[src/rtl/alu_pkg.sv]
// Shared definitions for the ALU execution unit: opcodes, flag layout,
// FSM states and multiplier sizing.
package alu_pkg;

  localparam int DATA_W    = 32;
  localparam int SHAMT_W   = 5;
  localparam int MUL_ITERS = 32;

  localparam logic [2:0] OP_ADD = 3'b000;
  localparam logic [2:0] OP_SUB = 3'b001;
  localparam logic [2:0] OP_MUL = 3'b010;
  localparam logic [2:0] OP_SLL = 3'b011;
  localparam logic [2:0] OP_XOR = 3'b101;
  localparam logic [2:0] OP_SRL = 3'b111;

  localparam int FLAG_N = 3;
  localparam int FLAG_Z = 2;
  localparam int FLAG_C = 1;
  localparam int FLAG_V = 0;

  typedef enum logic [1:0] {
    ST_IDLE = 2'd0,
    ST_MUL  = 2'd1,
    ST_DONE = 2'd2
  } state_t;

  typedef struct packed {
    logic [DATA_W-1:0] res;
    logic              c;
    logic              v;
  } alu_out_t;

endpackage

[src/rtl/alu_exec_unit_if.sv]
// Request/response bundle between an issuing stage and alu_exec_unit.
interface alu_exec_unit_if;
  import alu_pkg::*;

  logic              Start;
  logic [2:0]        ALUControl;
  logic [1:0]        FlagWrite;
  logic [DATA_W-1:0] SrcA;
  logic [DATA_W-1:0] SrcB;
  logic [DATA_W-1:0] ALUResult;
  logic [3:0]        ALUFlags;
  logic              Busy;
  logic              Done;

  modport master (
    output Start, ALUControl, FlagWrite, SrcA, SrcB,
    input  ALUResult, ALUFlags, Busy, Done
  );

  modport slave (
    input  Start, ALUControl, FlagWrite, SrcA, SrcB,
    output ALUResult, ALUFlags, Busy, Done
  );

endinterface

[src/rtl/seq_multiplier.sv]
// Iterative shift-add multiplier, one partial-product step per cycle,
// returning the low DATA_W bits of the unsigned product.
module seq_multiplier
  import alu_pkg::*;
(
  input  logic              clk,
  input  logic              rst_n,
  input  logic              start,
  input  logic [DATA_W-1:0] a,
  input  logic [DATA_W-1:0] b,
  output logic              done,
  output logic [DATA_W-1:0] product
);

  localparam logic [4:0] LAST_ITER = 5'(MUL_ITERS - 1);

  logic              run;
  logic [4:0]        cnt;
  logic [DATA_W-1:0] acc;
  logic [DATA_W-1:0] mcand;
  logic [DATA_W-1:0] mplier;
  logic [DATA_W-1:0] acc_nxt;

  // The final step is handed out combinationally so the owner can register
  // it on the same edge that ends the iteration sequence.
  assign acc_nxt = acc + (mplier[0] ? mcand : '0);
  assign done    = run && (cnt == LAST_ITER);
  assign product = acc_nxt;

  always_ff @(posedge clk or negedge rst_n) begin
    if (!rst_n) begin
      run    <= 1'b0;
      cnt    <= '0;
      acc    <= '0;
      mcand  <= '0;
      mplier <= '0;
    end else if (start) begin
      run    <= 1'b1;
      cnt    <= '0;
      acc    <= '0;
      mcand  <= a;
      mplier <= b;
    end else if (run) begin
      acc    <= acc_nxt;
      mcand  <= mcand << 1;
      mplier <= mplier >> 1;
      cnt    <= cnt + 5'd1;
      if (done) run <= 1'b0;
    end
  end

endmodule

[src/rtl/alu_exec_unit.sv]
// ALU execution unit: single-cycle add/sub/shift/xor, iterative multiply,
// with per-field flag write enables and a one-cycle Done pulse.
module alu_exec_unit
  import alu_pkg::*;
(
  input  logic          clk,
  input  logic          reset,
  alu_exec_unit_if.slave bus
);

  state_t            state_q, state_d;
  logic              accept;
  logic              is_mul_req;
  logic              mul_start;
  logic              mul_done;
  logic [DATA_W-1:0] mul_product;
  logic [DATA_W-1:0] result_q;
  logic [3:0]        flags_q;
  logic [1:0]        fw_q;
  alu_out_t          single;

  function automatic alu_out_t alu_single(input logic [2:0]        op,
                                          input logic [DATA_W-1:0] a,
                                          input logic [DATA_W-1:0] b);
    alu_out_t          o;
    logic [DATA_W:0]   sum;
    o   = '0;
    sum = '0;
    case (op)
      OP_ADD: begin
        sum   = {1'b0, a} + {1'b0, b};
        o.res = sum[DATA_W-1:0];
        o.c   = sum[DATA_W];
        o.v   = (a[DATA_W-1] == b[DATA_W-1]) && (o.res[DATA_W-1] != a[DATA_W-1]);
      end
      OP_SUB: begin
        sum   = {1'b0, a} + {1'b0, ~b} + {{DATA_W{1'b0}}, 1'b1};
        o.res = sum[DATA_W-1:0];
        o.c   = sum[DATA_W];
        o.v   = (a[DATA_W-1] != b[DATA_W-1]) && (o.res[DATA_W-1] != a[DATA_W-1]);
      end
      OP_SLL:  o.res = a << b[SHAMT_W-1:0];
      OP_SRL:  o.res = a >> b[SHAMT_W-1:0];
      OP_XOR:  o.res = a ^ b;
      // Reserved codes (and mul, which never takes this path) yield zero.
      default: o = '0;
    endcase
    return o;
  endfunction

  function automatic logic [3:0] merge_flags(input logic [3:0]        old,
                                             input logic [DATA_W-1:0] res,
                                             input logic              c,
                                             input logic              v,
                                             input logic [1:0]        fw);
    logic [3:0] f;
    f = old;
    if (fw[1]) begin
      f[FLAG_N] = res[DATA_W-1];
      f[FLAG_Z] = (res == '0);
    end
    if (fw[0]) begin
      f[FLAG_C] = c;
      f[FLAG_V] = v;
    end
    return f;
  endfunction

  assign accept     = bus.Start && (state_q != ST_MUL);
  assign is_mul_req = (bus.ALUControl == OP_MUL);
  assign mul_start  = accept && is_mul_req;
  assign single     = alu_single(bus.ALUControl, bus.SrcA, bus.SrcB);

  seq_multiplier u_mul (
    .clk     (clk),
    .rst_n   (reset),
    .start   (mul_start),
    .a       (bus.SrcA),
    .b       (bus.SrcB),
    .done    (mul_done),
    .product (mul_product)
  );

  always_comb begin
    state_d = state_q;
    case (state_q)
      ST_IDLE, ST_DONE: begin
        if (accept) state_d = is_mul_req ? ST_MUL : ST_DONE;
        else        state_d = ST_IDLE;
      end
      ST_MUL:  if (mul_done) state_d = ST_DONE;
      default: state_d = ST_IDLE;
    endcase
  end

  // Completion stage: result/flags register on entry to DONE.
  always_ff @(posedge clk or negedge reset) begin
    if (!reset) begin
      state_q  <= ST_IDLE;
      result_q <= '0;
      flags_q  <= '0;
      fw_q     <= '0;
    end else begin
      state_q <= state_d;
      if (accept) begin
        if (is_mul_req) begin
          fw_q <= bus.FlagWrite;
        end else begin
          result_q <= single.res;
          flags_q  <= merge_flags(flags_q, single.res, single.c, single.v, bus.FlagWrite);
        end
      end else if ((state_q == ST_MUL) && mul_done) begin
        result_q <= mul_product;
        flags_q  <= merge_flags(flags_q, mul_product, 1'b0, 1'b0, fw_q);
      end
    end
  end

  assign bus.ALUResult = result_q;
  assign bus.ALUFlags  = flags_q;
  assign bus.Busy      = (state_q != ST_IDLE);
  assign bus.Done      = (state_q == ST_DONE);

endmodule

[src/flat_wrapper.sv]
// flat-port wrapper written by rule: the top's interface ports become plain ports
module alu_exec_unit_flat import alu_pkg::*;
  (clk, reset, bus_Start, bus_ALUControl, bus_FlagWrite, bus_SrcA, bus_SrcB, bus_ALUResult, bus_ALUFlags, bus_Busy, bus_Done);
  alu_exec_unit_if bus_i ();
  input  logic clk;
  input  logic reset;
  input wire logic [$bits(bus_i.Start)-1:0] bus_Start;
  input wire logic [$bits(bus_i.ALUControl)-1:0] bus_ALUControl;
  input wire logic [$bits(bus_i.FlagWrite)-1:0] bus_FlagWrite;
  input wire logic [$bits(bus_i.SrcA)-1:0] bus_SrcA;
  input wire logic [$bits(bus_i.SrcB)-1:0] bus_SrcB;
  output wire logic [$bits(bus_i.ALUResult)-1:0] bus_ALUResult;
  output wire logic [$bits(bus_i.ALUFlags)-1:0] bus_ALUFlags;
  output wire logic [$bits(bus_i.Busy)-1:0] bus_Busy;
  output wire logic [$bits(bus_i.Done)-1:0] bus_Done;
  assign bus_i.Start = bus_Start;
  assign bus_i.ALUControl = bus_ALUControl;
  assign bus_i.FlagWrite = bus_FlagWrite;
  assign bus_i.SrcA = bus_SrcA;
  assign bus_i.SrcB = bus_SrcB;
  assign bus_ALUResult = bus_i.ALUResult;
  assign bus_ALUFlags = bus_i.ALUFlags;
  assign bus_Busy = bus_i.Busy;
  assign bus_Done = bus_i.Done;
  alu_exec_unit u_core (.clk(clk), .reset(reset), .bus(bus_i));
endmodule
[config.mk]
export PLATFORM = sky130hd
export DESIGN_NAME = alu_exec_unit_flat
export DESIGN_NICKNAME = d
export VERILOG_FILES = /design/src/rtl/alu_pkg.sv /design/src/rtl/alu_exec_unit_if.sv /design/src/rtl/seq_multiplier.sv /design/src/rtl/alu_exec_unit.sv /design/src/flat_wrapper.sv
export SDC_FILE = /design/constraint.sdc
export NUM_CORES = 1
export LEC_CHECK = 0
export CAP_MARGIN = 25
export CORE_ASPECT_RATIO = 1.1
export CORE_MARGIN = 4
export CORE_UTILIZATION = 55
export DETAILED_ROUTE_END_ITERATION = 10
export GPL_TIMING_DRIVEN = 0
export PLACE_DENSITY = 0.75
export SLEW_MARGIN = 40
export SYNTH_ARGS = -nofsm -noshare
export SYNTH_HDL_FRONTEND = slang
export SYNTH_SLANG_ARGS = --single-unit
export TNS_END_PERCENT = 5
[constraint.sdc]
create_clock -name clk -period 4.9 [get_ports clk]
set_clock_uncertainty 0.1 [all_clocks]
set_input_delay 0.735 -clock clk [delete_from_list [all_inputs] [get_ports clk]]
set_output_delay 0.735 -clock clk [all_outputs]
set_load 0.02 [all_outputs]
placed.png
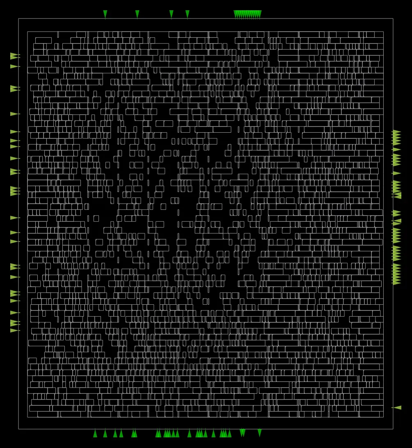
core area: 28870 µm²
sequential share of cell area: 18.96%
Well-Tap Cells: 368
flop count: 142

port_trees.png
Scale bar: 50 µm.
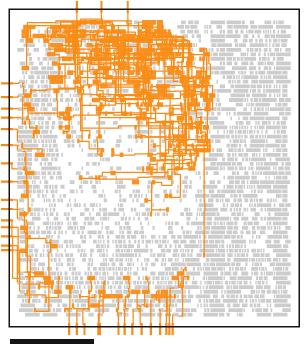
colour	port	bits	direction	edge	end cells	buffers	wire
orange	`bus_SrcB`	32	input	15 left, 14 bottom, 3 top	378	68	6700 µm
num ports: 110
I/O Buffers: 107

ff_map.png
Other sequential cells in the stronger grey, the rest of the logic in the fainter grey.
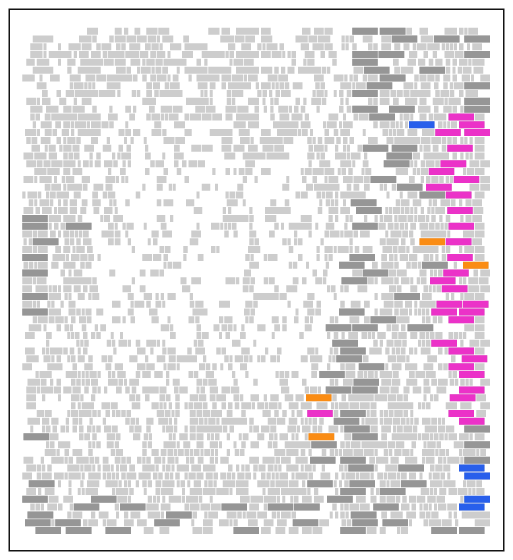
colour	signal	flops
magenta	`u_core.bus.ALUResult`	32
blue	`u_core.u_mul.cnt`	5
orange	`u_core.bus.ALUFlags`	4

m2.png
Scale bar: 50 µm.
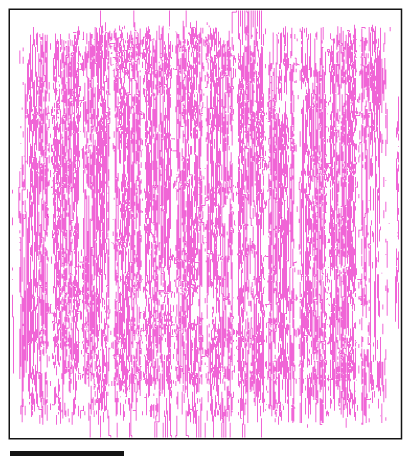
share of all routed wire	44%
nets with wire on the layer	2040
wire length on this layer	32.8 mm
longest straight run	97.9 µm
main direction	vertical
Vias: 18670
M2 GR Usage: 70.64%
Routed WL: 74710 µm

layers.png
Two of the layers only.
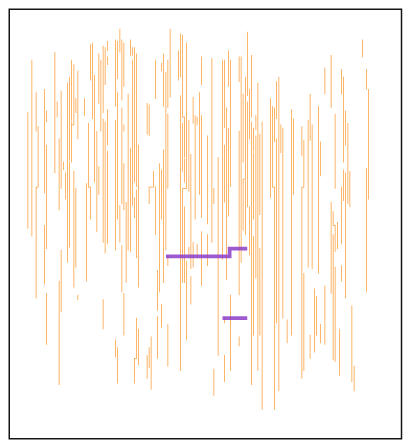
colour	layer	wire length
orange	M4	6990 µm
purple	M5	46.6 µm
Total GRT Usage: 44.76%
WL per Instance: 28.50 µm

==> results.txt <==
outcome - finished with violations
failing checks - negative setup slack
Tightest Pin Transition - 0.9609 ns
Final Hold Vio Count - 0
max-slew violation count - 0
Floorplan Nets - 2273
most frequent logic cell in the layout - nand2_1
asr flop ratio synth - 100.0%
first-pass GRT wire length - 109500 µm
P_int - 4.169 mW
synthesis-to-finish area growth - 15.35%
cts repair resizes - 74
Post-DRT Antenna Nets - 0
largest cells by area after synthesis - dfrtp_1 (22%), mux2i_1 (11%), ha_1 (7.6%), o21ai_0 (6.5%), nand2_1 (5.3%)
FP Util - 56.27%
postcts setup bufs - 10
final worst slack - -0.2226 ns
met3 wire length - 8322 µm
clk buf depth - 2
worst reg2reg startpoint - u_core.u_mul.mplier[0]$_DFFE_PN0P_
post-synthesis area per instance - 7.740 µm²
Cell Type Count - 90
final setup fails - 1
main flop type - dfrtp_1
Slew HR - 35.83%
clk pwr - 1.28 mW
Design Power - 7.957 mW
delay-heaviest family, CP - multiplexers
top cells by count - nand2_1 (228), o21ai_0 (212), nor2_1 (210)
maxcap violations - 0
Yosys warning total - 0
yosys adder share - 7.994%
Startpoint Class - input pin
TritonCTS Sinks - 142
Critical Path End - u_core.bus.ALUFlags[2]$_DFFE_PN0P_
antenna cell count - 2
Comb area share - 64.01%
CP cell instances - clkdlybuf4s15_2, buf_6, buf_1, mux2_2, mux2i_1, mux2i_1, a311oi_1, and4b_1, nand4_1, nor3_1, nand4_1, nor4_2, nand4_1, o211ai_2
initial antenna violation count - 2
1st-pass router iterations - 7
delay of the slowest critical-path stage - 0.64 ns
Post-DP HPWL - 58420 µm
No activity file was given, so power comes from the tool's default toggle rates.
